**src/rtl/mmio_pkg.sv**
```systemverilog
// mmio_pkg: shared definitions for the mmio_periph peripheral block.
//   - register offsets inside the 256-byte peripheral window
//   - memwrite strobe encodings
//   - UART transmitter FSM state type
//   - STATUS register bit positions
//   - divisor clamp helper
package mmio_pkg;

    // Register offsets (byte offset within the window, addr[1:0] ignored).
    localparam logic [7:0] OFF_LED    = 8'h00;
    localparam logic [7:0] OFF_TXDATA = 8'h04;
    localparam logic [7:0] OFF_STATUS = 8'h08;
    localparam logic [7:0] OFF_DIV    = 8'h0C;
    localparam logic [7:0] OFF_TIMER  = 8'h10;

    // memwrite strobe encodings.
    localparam logic [1:0] MW_NONE = 2'b00;
    localparam logic [1:0] MW_BYTE = 2'b01;
    localparam logic [1:0] MW_HALF = 2'b10;
    localparam logic [1:0] MW_WORD = 2'b11;

    // UART transmitter states (8N1 framing).
    typedef enum logic [1:0] {
        IDLE  = 2'd0,
        START = 2'd1,
        DATA  = 2'd2,
        STOP  = 2'd3
    } uart_state_t;

    // STATUS register bit positions.
    localparam int ST_FULL    = 0;
    localparam int ST_EMPTY   = 1;
    localparam int ST_BUSY    = 2;
    localparam int ST_OVF     = 3;
    localparam int ST_CNT_LSB = 8;
    localparam int ST_CNT_MSB = 15;

    // A divisor below 2 cannot time a bit, so it is raised to 2.
    function automatic logic [15:0] clamp_div(input logic [15:0] value);
        return (value < 16'd2) ? 16'd2 : value;
    endfunction

endpackage

```
**src/rtl/mmio_periph_uart_tx.sv**
```systemverilog
// uart_tx: 8N1 serial transmitter, LSB first.
//   clk, reset : system clock, synchronous active-high reset
//   div        : clocks per bit; sampled when a byte is accepted
//   valid      : a byte is available on data
//   data       : byte to send
//   ready      : transmitter can accept a byte (high only in IDLE)
//   txd        : serial output, idle high
//   busy       : a frame is in progress (state != IDLE)
//   state      : current FSM state, exported for observation
//
// Handshake: a byte transfers on a rising edge where valid && ready are both
// high. ready depends only on the FSM state, never on valid, and valid must
// not depend on ready.
module uart_tx
    import mmio_pkg::*;
(
    input  logic        clk,
    input  logic        reset,
    input  logic [15:0] div,
    input  logic        valid,
    input  logic [7:0]  data,
    output logic        ready,
    output logic        txd,
    output logic        busy,
    output uart_state_t state
);

    uart_state_t state_next;
    logic [15:0] baud_cnt;
    logic [15:0] div_lat;
    logic [2:0]  bit_idx;
    logic [7:0]  shift_q;
    logic        tick;

    // Last clock of the current bit period.
    assign tick = (baud_cnt == 16'd0);

    // State register.
    always_ff @(posedge clk) begin
        if (reset) begin
            state <= IDLE;
        end else begin
            state <= state_next;
        end
    end

    // Next-state logic.
    always_comb begin
        state_next = state;
        case (state)
            IDLE:    if (valid) state_next = START;
            START:   if (tick) state_next = DATA;
            DATA:    if (tick && (bit_idx == 3'd7)) state_next = STOP;
            STOP:    if (tick) state_next = IDLE;
            default: state_next = IDLE;
        endcase
    end

    // Baud counter, bit index and shift register. The divisor is latched
    // when a byte is accepted so a DIV write mid-frame only affects the next
    // frame.
    always_ff @(posedge clk) begin
        if (reset) begin
            baud_cnt <= '0;
            div_lat  <= 16'd2;
            bit_idx  <= '0;
            shift_q  <= '0;
        end else begin
            case (state)
                IDLE: begin
                    if (valid) begin
                        shift_q  <= data;
                        div_lat  <= div;
                        baud_cnt <= div - 16'd1;
                        bit_idx  <= '0;
                    end
                end
                START: begin
                    baud_cnt <= tick ? (div_lat - 16'd1) : (baud_cnt - 16'd1);
                end
                DATA: begin
                    if (tick) begin
                        baud_cnt <= div_lat - 16'd1;
                        if (bit_idx != 3'd7) begin
                            bit_idx <= bit_idx + 3'd1;
                            shift_q <= {1'b0, shift_q[7:1]};
                        end
                    end else begin
                        baud_cnt <= baud_cnt - 16'd1;
                    end
                end
                STOP: begin
                    if (!tick) baud_cnt <= baud_cnt - 16'd1;
                end
                default: begin
                    baud_cnt <= '0;
                end
            endcase
        end
    end

    // Outputs.
    always_comb begin
        ready = 1'b0;
        busy  = 1'b1;
        txd   = 1'b1;
        case (state)
            IDLE: begin
                ready = 1'b1;
                busy  = 1'b0;
                txd   = 1'b1;
            end
            START:   txd = 1'b0;
            DATA:    txd = shift_q[0];
            STOP:    txd = 1'b1;
            default: txd = 1'b1;
        endcase
    end

endmodule

```
**src/rtl/mmio_periph.sv**
```systemverilog
// mmio_periph: memory-mapped peripheral block for the ktc32 data bus.
//   clk, reset : system clock, synchronous active-high reset
//   memwrite   : write strobe (00 none, 01 byte, 10 half, 11 word)
//   addr       : CPU byte address
//   wd         : write data
//   rd         : read data, combinational, 0 when not selected
//   sel        : addr is inside the 256-byte window at BASE_ADDR
//   led        : LED register
//   txd        : UART serial output, idle high
// Registers: LED (0x00), TXDATA (0x04), STATUS (0x08), DIV (0x0C), TIMER (0x10).
module mmio_periph
    import mmio_pkg::*;
#(
    parameter logic [31:0] BASE_ADDR  = 32'hFFFF_FF00,
    parameter int          LED_WIDTH  = 4,
    parameter int          FIFO_DEPTH = 16,
    parameter logic [15:0] DIV_RESET  = 16'd868
) (
    input  logic                 clk,
    input  logic                 reset,
    input  logic [1:0]           memwrite,
    input  logic [31:0]          addr,
    input  logic [31:0]          wd,
    output logic [31:0]          rd,
    output logic                 sel,
    output logic [LED_WIDTH-1:0] led,
    output logic                 txd
);

    localparam int AW    = $clog2(FIFO_DEPTH);
    localparam int PTR_W = AW + 1;

    // Decode.
    logic [7:0] off;
    logic       wr_en;
    logic       wr_led, wr_tx, wr_status, wr_div, wr_timer;

    assign sel       = (addr[31:8] == BASE_ADDR[31:8]);
    assign off       = {addr[7:2], 2'b00};
    assign wr_en     = sel && (memwrite != MW_NONE);
    assign wr_led    = wr_en && (off == OFF_LED);
    assign wr_tx     = wr_en && (off == OFF_TXDATA);
    assign wr_status = wr_en && (off == OFF_STATUS);
    assign wr_div    = wr_en && (off == OFF_DIV);
    assign wr_timer  = wr_en && (off == OFF_TIMER);

    // Registers.
    logic [LED_WIDTH-1:0] led_q;
    logic [15:0]          div_q;
    logic [31:0]          timer_q;
    logic                 ovf_q;

    always_ff @(posedge clk) begin
        if (reset) begin
            led_q   <= '0;
            div_q   <= DIV_RESET;
            timer_q <= '0;
        end else begin
            if (wr_led) led_q <= wd[LED_WIDTH-1:0];
            if (wr_div) div_q <= clamp_div(wd[15:0]);
            // A load replaces this cycle's increment; counting resumes next cycle.
            timer_q <= wr_timer ? wd : (timer_q + 32'd1);
        end
    end

    assign led = led_q;

    // TX FIFO. Pointers carry one extra MSB so full and empty are distinct.
    logic [7:0]       fifo_mem [FIFO_DEPTH];
    logic [PTR_W-1:0] wr_ptr, rd_ptr, count;
    logic             full, empty, pop, push_ok, ovf_set;
    logic             uart_ready, uart_busy;
    logic [7:0]       fifo_head;
    uart_state_t      uart_state;

    assign count     = wr_ptr - rd_ptr;
    assign full      = (count == PTR_W'(FIFO_DEPTH));
    assign empty     = (count == '0);
    assign fifo_head = fifo_mem[rd_ptr[AW-1:0]];
    assign pop       = !empty && uart_ready;
    // A pop in the same cycle frees a slot, so a push into a full FIFO
    // still succeeds then.
    assign push_ok   = wr_tx && (!full || pop);
    assign ovf_set   = wr_tx && full && !pop;

    always_ff @(posedge clk) begin
        if (reset) begin
            wr_ptr <= '0;
            rd_ptr <= '0;
            ovf_q  <= 1'b0;
        end else begin
            if (push_ok) wr_ptr <= wr_ptr + PTR_W'(1);
            if (pop)     rd_ptr <= rd_ptr + PTR_W'(1);
            if (ovf_set) begin
                ovf_q <= 1'b1;
            end else if (wr_status && wd[ST_OVF]) begin
                ovf_q <= 1'b0;
            end
        end
    end

    // Storage is not reset; the pointers define which entries are live.
    always_ff @(posedge clk) begin
        if (push_ok) fifo_mem[wr_ptr[AW-1:0]] <= wd[7:0];
    end

    uart_tx u_uart_tx (
        .clk   (clk),
        .reset (reset),
        .div   (div_q),
        .valid (!empty),
        .data  (fifo_head),
        .ready (uart_ready),
        .txd   (txd),
        .busy  (uart_busy),
        .state (uart_state)
    );

    // Read-back views.
    logic [31:0] led_word;
    logic [31:0] status_word;

    always_comb begin
        led_word                  = '0;
        led_word[LED_WIDTH-1:0]   = led_q;
        status_word               = '0;
        status_word[ST_FULL]      = full;
        status_word[ST_EMPTY]     = empty;
        status_word[ST_BUSY]      = uart_busy;
        status_word[ST_OVF]       = ovf_q;
        // With a 256-entry FIFO the full count does not fit in 8 bits; the
        // full flag disambiguates.
        status_word[ST_CNT_MSB:ST_CNT_LSB] = 8'(count);
    end

    always_comb begin
        rd = '0;
        if (sel) begin
            case (off)
                OFF_LED:    rd = led_word;
                OFF_STATUS: rd = status_word;
                OFF_DIV:    rd = {16'h0000, div_q};
                OFF_TIMER:  rd = timer_q;
                default:    rd = '0;
            endcase
        end
    end

    // Byte-lane bits and the FSM state are not needed by the decode.
    logic unused_bits;
    assign unused_bits = &{1'b0, addr[1:0], uart_state};

endmodule
```
**config.mk**
```make
export PLATFORM = sky130hd
export DESIGN_NAME = mmio_periph
export DESIGN_NICKNAME = d
export VERILOG_FILES = /design/src/rtl/mmio_pkg.sv /design/src/rtl/mmio_periph_uart_tx.sv /design/src/rtl/mmio_periph.sv
export SDC_FILE = /design/constraint.sdc
export NUM_CORES = 1
export LEC_CHECK = 0
export CAP_MARGIN = 20
export CORE_MARGIN = 1.5
export CORE_UTILIZATION = 50
export DETAILED_ROUTE_END_ITERATION = 8
export PLACE_DENSITY = 0.76
export RECOVER_POWER = 50
export SKIP_CTS_REPAIR_TIMING = 1
export SYNTH_ARGS = -nofsm -noshare
export SYNTH_HDL_FRONTEND = slang
export SYNTH_HIERARCHICAL = 1
export SYNTH_SLANG_ARGS = --single-unit
```
**constraint.sdc**
```tcl
create_clock -name clk -period 9.4 [get_ports clk]
set_input_delay 1.41 -clock clk [delete_from_list [all_inputs] [get_ports clk]]
set_output_delay 1.41 -clock clk [all_outputs]
set_load 0.01 [all_outputs]
```
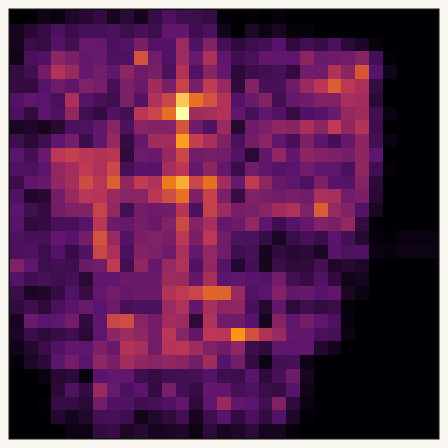
(images/metal_density.png)
The die is cut into 31 by 31 equal tiles; black is low, pale yellow is high, scaled to the fullest tile. Values are wire area over tile area, all layers added.
emptiest ninth of the die = lower right
densest ninth of the die = centre
nearly empty tiles = 21%

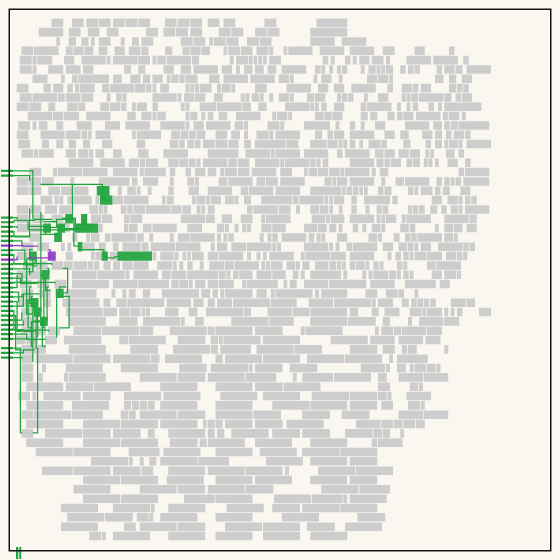
(images/io_fan.png)
green -> `addr`  # bits 32, direction input, edge 30 left, 2 bottom, end cells 18, buffers 30, wire 640 µm
purple -> `memwrite`  # bits 2, direction input, edge left, end cells 1, buffers 2, wire 20.1 µm

kinds of logic after synthesis:
| family | Yosys count |
|---|---|
| xor+xnor | 65 |
| simple gates | 381 |
| flops | 240 |
| buf+inv | 95 |
| fa+ha+maj | 21 |
| compound gates | 182 |
| mux | 74 |
worst min-delay path, cell delays in order, from the launching register on:
cell and delay [ps]:
dfxtp_1 320, nand2_1 60, a21oi_1 50
flip-flops by register name, indices dropped and copies added, names as in the netlist, named ones only:
| signal | cells |
|---|---|
| div_q | 16 |
| u_uart_tx/state | 2 |
| u_uart_tx/baud_cnt | 16 |
| u_uart_tx/div_lat | 16 |
| timer_q | 32 |
| u_uart_tx/bit_idx | 3 |
| fifo_mem | 128 |
| ovf_q | 1 |
| rd_ptr | 5 |
| wr_ptr | 5 |
| led | 4 |
| u_uart_tx/shift_q | 8 |
==> impl_metrics.toml <==
# implementation run metrics
[critical_path]
cpMaxStageDelayCell = "nor4_1"
reg2reg_setup_slack_ps = 5300
rr_endpoint = "u_uart_tx/baud_cnt[10]"
crit_end = "rd[0]"
crit_fanout = 18
arrival_ps = 5070
critPathRequiredTime_ps = 7990
crit_buf_inv = 3
max_stage_delay_ps = 940
cp-start-kind = "input pin"
crit_start = "addr[23]"

[clock_network]
clk_path_buf_depth = 3
cts_tree = "yes"
path_clk_slew_ps = 60
cts_sinks = 240
h-tree-depth = 1
clkLatencyLatePin_ps = 530
cts_made_buffers = 25

[final_layout]
drive_above_1_share_pct = 9.82
signal_buffers = 121
fin_util_pct = 59.7
layout.nonclk_buf_share_pct = 8.03
seq_cell_count = 240
logic_gate_count = 723
fillerInstances = 1908
nNonClkInverters = 32
nNetsFinal = 1232
sh_comb_area_pct = 38.9
final-comb-area_mm2 = 0.00543
final-seq-area_mm2 = 0.00609
instances_no_fill = 1482
largest_class = "registers"
nClkBuffers = 34

[synthesis]
synthCells = 1058
postSynthAreaPerCell_um2 = 11.3
yosys.area_share.adder_pct = 2.27
yosysWarnings = 6
synth_area_mm2 = 0.0119
synth_seq_share_pct = 51.0
synth_flops = 240
synth-async-reset-ratio_pct = 0
flop_cell = "edfxtp_1"
yosys-top-cells-area = "edfxtp_1 (32%), dfxtp_1 (19%), mux4_2 (7.6%), nor2_1 (3.1%), nand2_1 (2.8%)"
logic_family = "simple AND/OR/NAND/NOR gates"
xor_share_pct = 4.78
synth_top_area_share_pct = 32.2
ys_cells = 1058
ys_sh_aoi_pct = 11.1
synth_top_cell_by_count = "edfxtp_1"
synthDistinctLibCells = 69
yosys.area.top_type = "edfxtp_1"
synthTopCellsByCount = "edfxtp_1 (128), dfxtp_1 (112), nor2_1 (100), nand2_1 (88), a21oi_1 (49)"

[sta]
max_freq_mhz = 154
final.setup.tns_ps = 0
slew_viol_final = 64
fin_ws_ps = 2920
setup_viol = 0
finalHoldWorstSlack_ps = 475
final.min_clock_period_ps = 6480
finalCritPeriodShare_pct = 69.0
rsz0062_at_grt = "false"
finalClockSkew_ps = 12.4

[route]
wl_met1_um = 12200
drc_errors = 0
first_pass_iters = 6
wire_per_inst_um = 19.4
dr_total_vias = 8811
totalWireLength_um = 28700
ant_nets = 0
top_layer_used = "met5"
viasPerCell = 5.95
routed-wl-met3_um = 2200

[placed_design]
place_inst = 1434
io_buffers = 103

[grt]
globalRouteTotalUtil_pct = 23.4
grt-busiest-layer = "met2"
antenna_found_initial = 4
use_met1_pct = 32.6
use_met2_pct = 37.9
grt_max_degree = 64
grt_pass1_vias = 8430

[power]
pwr-share-clk_pct = 30.7
p_sw_share_pct = 33.1
finalPower_mw = 3.20
comb-power_mw = 0.955
seqPwrFrac_pct = 39.4
p_clk_mw = 0.980
p_comb_share_pct = 29.9

[floorplan]
fp_util_pct = 50.9
die_x_um = 157
io_pins = 106
core-area_mm2 = 0.0234

[job]
drv_cap = 1
warnings = 35

[worst_hold_path]
hold_path.startpoint = "u_uart_tx/div_lat[15]"
hold_end = "u_uart_tx/div_lat[15]"

[status]
outcome = "finished with violations"
violations = "capacitance limit, slew limit"
Power figures rest on the tool's default switching activity, not on a simulated workload.
